$ cat config.mk
export PLATFORM = sky130hd
export DESIGN_NAME = spi_ram_master
export DESIGN_NICKNAME = d
export VERILOG_FILES = /design/src/rtl/spi_ram_master.sv
export SDC_FILE = /design/constraint.sdc
export NUM_CORES = 1
export LEC_CHECK = 0
export CORE_UTILIZATION = 45
export CTS_BUF_LIST = sky130_fd_sc_hd__clkbuf_4 sky130_fd_sc_hd__clkbuf_8
export CTS_CLUSTER_SIZE = 16
export DETAILED_ROUTE_END_ITERATION = 6
export PLACE_DENSITY = 0.67
export REMOVE_ABC_BUFFERS = 1
export SLEW_MARGIN = 25
export SYNTH_ARGS = -nofsm -noshare
export SYNTH_HDL_FRONTEND = slang
export SYNTH_SLANG_ARGS = --single-unit
$ cat constraint.sdc
create_clock -name clk -period 2.6 [get_ports clk]
set_clock_uncertainty 0.05 [all_clocks]
set_input_delay 0.26 -clock clk [delete_from_list [all_inputs] [get_ports clk]]
set_output_delay 0.26 -clock clk [all_outputs]
set_load 0.05 [all_outputs]
$ cat src/rtl/spi_ram_master.sv
// -----------------------------------------------------------------------------
// spi_ram_master
//
// SPI command initiator for the SPI-attached 256x8 RAM slave. A host hands over
// one command per valid/ready handshake; the block frames it with ss_n_o low,
// shifts the 10-bit {op, data} word out on mosi_o MSB first (preceded by a
// one-cycle START that already presents the control bit), and for read-data
// commands waits RD_WAIT cycles and then captures an 8-bit reply from miso_i.
// The SPI side runs at one bit per clk.
//
// Ports:
//   clk          system clock, rising edge
//   rst_n        asynchronous active-low reset (aborts any frame at once)
//   cmd_valid_i  host presents a command
//   cmd_ready_o  block accepts a command (IDLE only)
//   cmd_op_i     00 wr-addr, 01 wr-data, 10 rd-addr, 11 rd-data
//   cmd_data_i   address or data byte (shifted out as-is, also for op 11)
//   rsp_valid_o  one-cycle pulse when rsp_data_o holds a fresh read byte
//   rsp_data_o   last byte read from the RAM, held between reads
//   busy_o       high from accept until back in IDLE
//   ss_n_o       SPI chip select, active low
//   mosi_o       SPI serial data to the slave
//   miso_i       SPI serial data from the slave
// -----------------------------------------------------------------------------
module spi_ram_master #(
    parameter int unsigned RD_WAIT = 2
) (
    input  logic       clk,
    input  logic       rst_n,
    input  logic       cmd_valid_i,
    output logic       cmd_ready_o,
    input  logic [1:0] cmd_op_i,
    input  logic [7:0] cmd_data_i,
    output logic       rsp_valid_o,
    output logic [7:0] rsp_data_o,
    output logic       busy_o,
    output logic       ss_n_o,
    output logic       mosi_o,
    input  logic       miso_i
);

    typedef enum logic [2:0] {
        S_IDLE,
        S_START,
        S_SHIFT,
        S_WAIT,
        S_CAPTURE,
        S_END
    } state_t;

    // Last value of the wait counter before moving on to CAPTURE.
    localparam logic [3:0] WaitLast = (RD_WAIT > 0) ? 4'(RD_WAIT - 1) : 4'd0;

    state_t     state_q,    state_d;
    logic [9:0] frame_q,    frame_d;
    logic       isRead_q,   isRead_d;
    logic [3:0] bitCnt_q,   bitCnt_d;
    logic [3:0] waitCnt_q,  waitCnt_d;
    logic [7:0] rxShift_q,  rxShift_d;
    logic [7:0] rspData_q,  rspData_d;

    // State and datapath registers. Reset forces IDLE, which drives ss_n_o high
    // combinationally, so an in-flight frame is cut off without waiting for clk.
    always_ff @(posedge clk or negedge rst_n) begin
        if (!rst_n) begin
            state_q   <= S_IDLE;
            frame_q   <= '0;
            isRead_q  <= 1'b0;
            bitCnt_q  <= '0;
            waitCnt_q <= '0;
            rxShift_q <= '0;
            rspData_q <= '0;
        end else begin
            state_q   <= state_d;
            frame_q   <= frame_d;
            isRead_q  <= isRead_d;
            bitCnt_q  <= bitCnt_d;
            waitCnt_q <= waitCnt_d;
            rxShift_q <= rxShift_d;
            rspData_q <= rspData_d;
        end
    end

    // Next-state and output decode. The frame register is shifted left during
    // SHIFT so mosi_o always presents bit 9; START shows bit 9 without shifting,
    // which is why the control bit appears twice on the wire.
    always_comb begin
        state_d     = state_q;
        frame_d     = frame_q;
        isRead_d    = isRead_q;
        bitCnt_d    = bitCnt_q;
        waitCnt_d   = waitCnt_q;
        rxShift_d   = rxShift_q;
        rspData_d   = rspData_q;
        ss_n_o      = 1'b1;
        mosi_o      = 1'b0;
        cmd_ready_o = 1'b0;
        busy_o      = 1'b1;
        rsp_valid_o = 1'b0;

        case (state_q)
            S_IDLE: begin
                cmd_ready_o = 1'b1;
                busy_o      = 1'b0;
                if (cmd_valid_i) begin
                    frame_d   = {cmd_op_i, cmd_data_i};
                    isRead_d  = (cmd_op_i == 2'b11);
                    bitCnt_d  = '0;
                    waitCnt_d = '0;
                    state_d   = S_START;
                end
            end

            S_START: begin
                ss_n_o  = 1'b0;
                mosi_o  = frame_q[9];
                state_d = S_SHIFT;
            end

            S_SHIFT: begin
                ss_n_o   = 1'b0;
                mosi_o   = frame_q[9];
                frame_d  = {frame_q[8:0], 1'b0};
                bitCnt_d = bitCnt_q + 4'd1;
                if (bitCnt_q == 4'd9) begin
                    bitCnt_d = '0;
                    if (!isRead_q) begin
                        state_d = S_END;
                    end else if (RD_WAIT > 0) begin
                        state_d = S_WAIT;
                    end else begin
                        state_d = S_CAPTURE;
                    end
                end
            end

            S_WAIT: begin
                ss_n_o    = 1'b0;
                waitCnt_d = waitCnt_q + 4'd1;
                if (waitCnt_q == WaitLast) begin
                    waitCnt_d = '0;
                    state_d   = S_CAPTURE;
                end
            end

            // The eighth sample goes straight into the response register so the
            // new byte is already visible during the END cycle with the pulse.
            S_CAPTURE: begin
                ss_n_o    = 1'b0;
                rxShift_d = {rxShift_q[6:0], miso_i};
                bitCnt_d  = bitCnt_q + 4'd1;
                if (bitCnt_q == 4'd7) begin
                    bitCnt_d  = '0;
                    rspData_d = {rxShift_q[6:0], miso_i};
                    state_d   = S_END;
                end
            end

            S_END: begin
                rsp_valid_o = isRead_q;
                state_d     = S_IDLE;
            end

            default: begin
                state_d = S_IDLE;
            end
        endcase
    end

    assign rsp_data_o = rspData_q;

endmodule
==> impl_metrics.tcl, run 1 <==
# yosys + openroad results
set metrics [dict create \
    edf_count 0 \
    buf_share_pct 13.1 \
    seq_power_mw 0.963 \
    largestClassByArea "flip-flops and latches" \
    antenna_found_initial 0 \
    fin_util_pct 58.5 \
    max-cap-violations 0 \
    grt_max_degree 38 \
    fp.dieW_um 65.9 \
    hold_buffers 0 \
    area_leaders "dfrtp_1 50%, mux2_2 9.2%, mux2i_1 5.5%, o21ai_0 3.3%, nand2_1 3.1%" \
    reg2reg_from "state_q[1]" \
    power_frac_clock_pct 19.1 \
    critical_path_class "register to primary output" \
    wl_met3_um 171 \
    relSlewSlack_pct 60.8 \
    fin_crit_sh_pct 92.7 \
    fillCellCount 336 \
    swShare_pct 39.7 \
    ys.flops 37 \
    status "finished clean" \
    rows 22 \
    r2r_cells 5 \
    grt-ovfl-total 0 \
    synthCells 158 \
    hold_viol 0 \
    yosys_warnings 0 \
]
[run 1: flip-flops by register name, indices dropped and copies added, names as in the netlist]
register,cells
bitCnt_q,4
state_q,3
waitCnt_q,4
rsp_data_o,8
frame_q,10
rxShift_q,7
isRead_q,1
[run 1: cells in the final DEF (no fill, tap or decap), types with 2 or more instances in the layout]
cell	Yosys	routed
dfrtp_1	37	36
nand2_1	15	15
o21ai_1	6	6
inv_1	5	5
mux2_2	15	15
mux2i_1	10	10
a21o_1	2	2
a21oi_1	3	3
a31oi_1	3	3
and3_1	2	2
nand3_1	2	2
clkdlybuf4s50_1	0	26
o21ai_0	12	12
nor3b_1	3	3
buf_4	0	4
clkbuf_8	0	5
nand2b_1	2	2
or3b_2	2	2
o22ai_1	3	3
a211oi_1	2	2
ha_1	4	4
nor2_1	5	5
Run 1, close-up of the layout:
Window x 39 to 59, y 39 to 59 µm. Cells in grey, sequential cells in the stronger grey; small squares are vias.
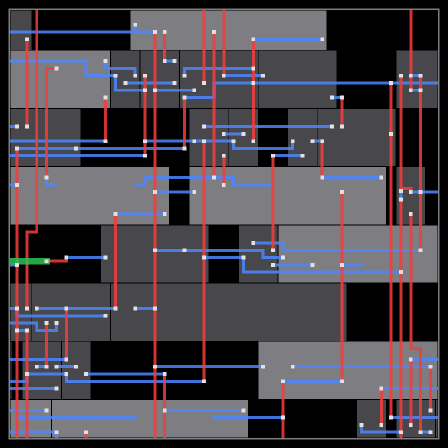
legend:
  met3:
    colour: green
  met1:
    colour: blue
  met2:
    colour: red
sequential cells in the window: 7
netlist names of flops here include: `frame_q` (7)
most frequent: nand2_1 (7), dfrtp_1 (7), mux2i_1 (5)
cells with their middle in the window: 27

Run 1, metal layers overlaid:
Scale: 8 px per µm. Two of the layers only.
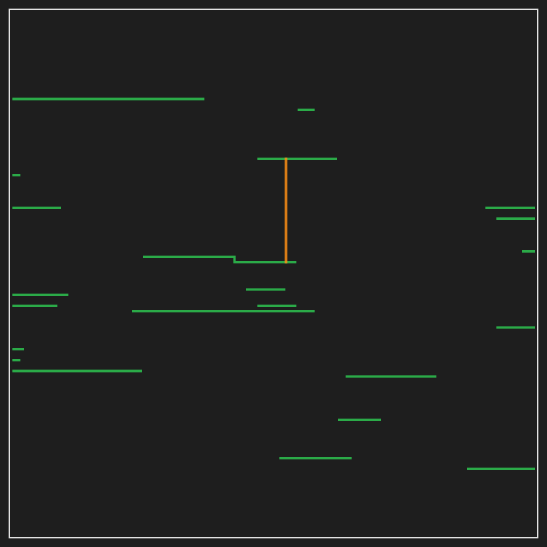
legend:
  met4:
    colour: orange
    wire_length: 12.9 µm
  met3:
    colour: green
    wire_length: 172 µm
WL/cell: 13.9 µm
Total Routing Usage GR: 18.0%
total number of vias: 1,268

Run 1, nets reached from selected ports:
Scale: 6 px per µm.
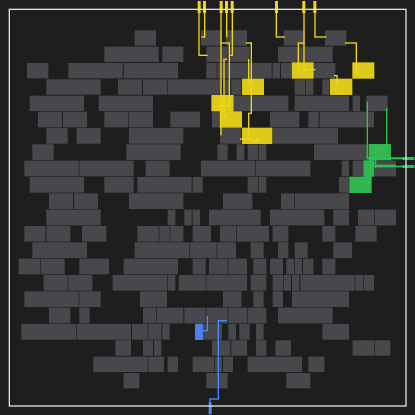
legend:
  `cmd_op_i`:
    colour: green
    direction: input
    edge: east
    end_cells: 3
    buffers: 2
    wire: 41.2 µm
  `cmd_data_i`:
    colour: yellow
    direction: input
    edge: north
    end_cells: 8
    buffers: 8
    wire: 133 µm
  `cmd_ready_o`:
    colour: blue
    direction: output
    edge: south
    end_cells: 1
    buffers: 1
    wire: 20.3 µm
I/O Pins: 27
I/O Buffers: 26

Run 1, the metal 2 layer:
Scale: 6 px per µm. Cells faint in the background.
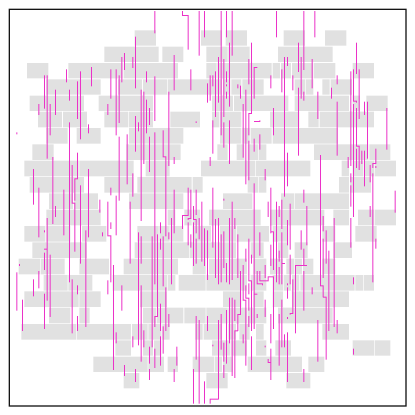
main direction: vertical
nets with wire on the layer: 173
wire length on this layer: 1,670 µm
met2 GRT Util: 30.9%
Post-Route WL: 3290 µm

Run 1, clock routing:
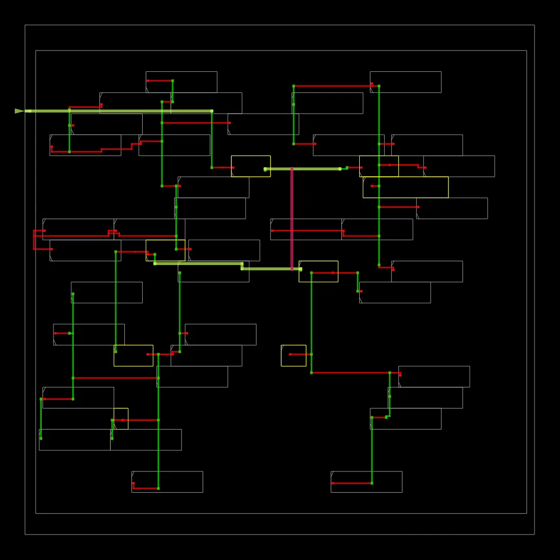

==> run 2, diff against run 1 <==
--- a/config.mk
+++ b/config.mk
@@ -5,6 +5,7 @@
 export SDC_FILE = /design/constraint.sdc
 export NUM_CORES = 1
 export LEC_CHECK = 0
+export CORE_ASPECT_RATIO = 1.4
 export CORE_UTILIZATION = 45
 export CTS_BUF_LIST = sky130_fd_sc_hd__clkbuf_4 sky130_fd_sc_hd__clkbuf_8
 export CTS_CLUSTER_SIZE = 16
Run 2, clock routing:
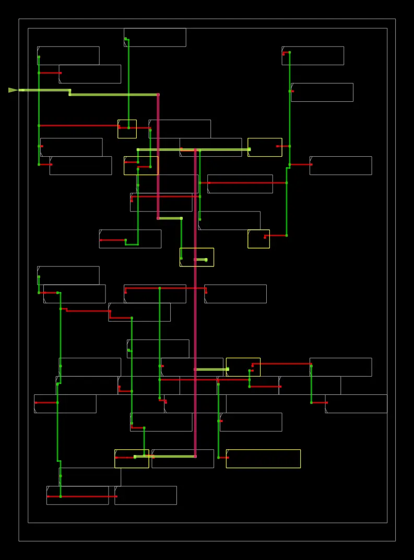
CTS Buf Count: 5
clk ins delay skew pair: 290 ps
Flops: 37

==> run 2 against run 1 <==
Against the previous run:
- wire length is 5.3% higher
- sequential power barely moved
- critical path type unchanged
- flip-flop count is the same
- cell area fell by 0.17%
- total power up 0.51%
- global-route usage hardly changed
- die size is essentially flat
- sequential share of layout area up 0.070 points
- worst setup slack gained 7.8 ps
- final cell count fell by 2.1%
- area after synthesis is the same
==> impl_metrics.tcl, run 2 <==
# yosys + openroad results
set metrics [dict create \
    vias 1271 \
    fp.dieW_um 56.0 \
    adder_share_pct 2.73 \
    area_leaders "dfrtp_1 50%, mux2_2 9.2%, mux2i_1 5.5%, o21ai_0 3.3%, nand2_1 3.1%" \
    fin_nets 205 \
    lay_top_cells "36 x dfrtp_1, 26 x clkdlybuf4s50_1, 15 x nand2_1, 15 x mux2_2, 12 x o21ai_0" \
    port-buffer-count 26 \
    powerClk_mw 0.499 \
    fin_util_pct 56.6 \
    seq_power_mw 0.963 \
    grt-ovfl-total 0 \
    status "finished clean" \
    relSlewSlack_pct 59.4 \
    ys.flops 37 \
    swShare_pct 40.0 \
    antenna_found_initial 0 \
    grt.total_usage_pct 18.0 \
    hold_buffers 0 \
    edf_count 0 \
    synthCells 158 \
    finalWirelength_um 3460 \
    final_layout_top_logic_cell "dfrtp_1" \
    clkbuf_count 5 \
    largest_reg_flops 10 \
    grt_max_degree 38 \
    critical_path_class "register to primary output" \
    max-cap-violations 0 \
    comb_area_share_pct 36.5 \
    fin_crit_sh_pct 92.4 \
    yosys_warnings 0 \
    pin_count 27 \
    rows 27 \
    seqPwrFrac_pct 37.1 \
    fillCellCount 358 \
    worst-path-buf-inv 2 \
    hpwl_um 2510 \
    nWellTaps 43 \
    buf_share_pct 13.1 \
    wl_per_cell_um 15.0 \
]
[run 2: cell counts after synthesis]
No cell type changed its count.
[run 2: worst paths after layout]
path / endpoint / cells past startpoint / from
max: cmd_ready_o / 3 / state_q[0]
min: bitCnt_q[0] / 2 / rst_n
max reg2reg: bitCnt_q[3] / 5 / state_q[1]
min reg2reg: frame_q[9] / 2 / frame_q[8]
max in group asynchronous: state_q[0] / 2 / rst_n
min in group clk: frame_q[9] / 2 / frame_q[8]
[run 2: per-layer routing]
metal  track usage (%)  part of all wire [%]  vias to the layer above
li1                  -                     -                      617
met3              4.67                   3.8                        6
met2              28.6                    51                       26
met4              7.56                   1.8                        0
met1              23.2                    43                      622
met5                 0                     0                        -
==> run 3, diff against run 2 <==
--- a/config.mk
+++ b/config.mk
@@ -5,9 +5,9 @@
 export SDC_FILE = /design/constraint.sdc
 export NUM_CORES = 1
 export LEC_CHECK = 0
+export CAP_MARGIN = 10
 export CORE_ASPECT_RATIO = 1.4
 export CORE_UTILIZATION = 45
-export CTS_BUF_LIST = sky130_fd_sc_hd__clkbuf_4 sky130_fd_sc_hd__clkbuf_8
 export CTS_CLUSTER_SIZE = 16
 export DETAILED_ROUTE_END_ITERATION = 6
 export PLACE_DENSITY = 0.67
Run 3, close-up of the layout:
Window x 32 to 52, y 48 to 68 µm. Cells in grey, sequential cells in the stronger grey; small squares are vias.
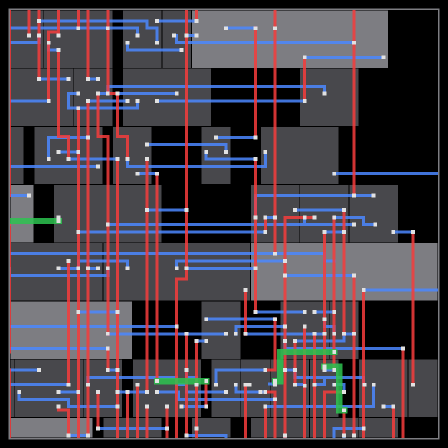
legend:
  met2:
    colour: red
  met3:
    colour: green
  met1:
    colour: blue
sequential cells in the window: 3
cells with their middle in the window: 32
netlist names of flops here include: `state_q` (2), `bitCnt_q` (1)
most frequent: o21ai_0 (4), nor2_1 (3)

==> run 3 against run 2 <==
Against the previous run:
- area after synthesis is the same
- fmax is the same
- clock power is essentially flat
- sequential share of layout area is the same
- sequential power is essentially flat
- first-iteration DRC count is the same
- critical endpoint unchanged
==> impl_metrics.tcl, run 3 <==
# yosys + openroad results
set metrics [dict create \
    status "finished clean" \
    cp-endpoint "cmd_ready_o" \
    fin_crit_sh_pct 92.4 \
    adder_share_pct 2.73 \
    cts_made_buffers 5 \
    wl_met3_um 131 \
    grt.total_usage_pct 18.0 \
    area_leaders "dfrtp_1 50%, mux2_2 9.2%, mux2i_1 5.5%, o21ai_0 3.3%, nand2_1 3.1%" \
    drt-met1-wl_um 1500 \
    fin_nets 205 \
    finalWirelength_um 3460 \
    top_usage_layer "met2" \
    seqPwrFrac_pct 37.1 \
    port-buffer-count 26 \
    cp.depth 3 \
    rows 27 \
    edf_count 0 \
    critical_path.startpoint "state_q[0]" \
    lay_top_cells "36 x dfrtp_1, 26 x clkdlybuf4s50_1, 15 x nand2_1, 15 x mux2_2, 12 x o21ai_0" \
    met2_usage_pct 28.6 \
    top_layer_used "met4" \
]
## run 3: cell families after synthesis
| group | after synthesis |
|---|---|
| AND-OR/OR-AND | 37 |
| XOR/XNOR | 1 |
| adder cells (fa/ha/maj) | 4 |
| buffers and inverters | 14 |
| flip-flops | 37 |
| multiplexers | 25 |
| AND/OR/NAND/NOR | 40 |
## run 3: area by class of cell
class | instances | area (µm²)
Fill cell | 358 | 1700
Sequential cell | 37 | 927
Multi-Input combinational cell | 107 | 811
Timing Repair Buffer | 30 | 290
Clock buffer | 5 | 68.8
Tap cell | 43 | 53.8
Clock inverter | 3 | 46.3
Inverter | 6 | 22.5
## run 3: what timing repair did
action                                 in CTS  in global routing
setup endpoints to repair                   0                  1
gates resized                               0                  1
endpoints found under the hold margin       0                  0
No activity file was given, so power comes from the tool's default toggle rates.
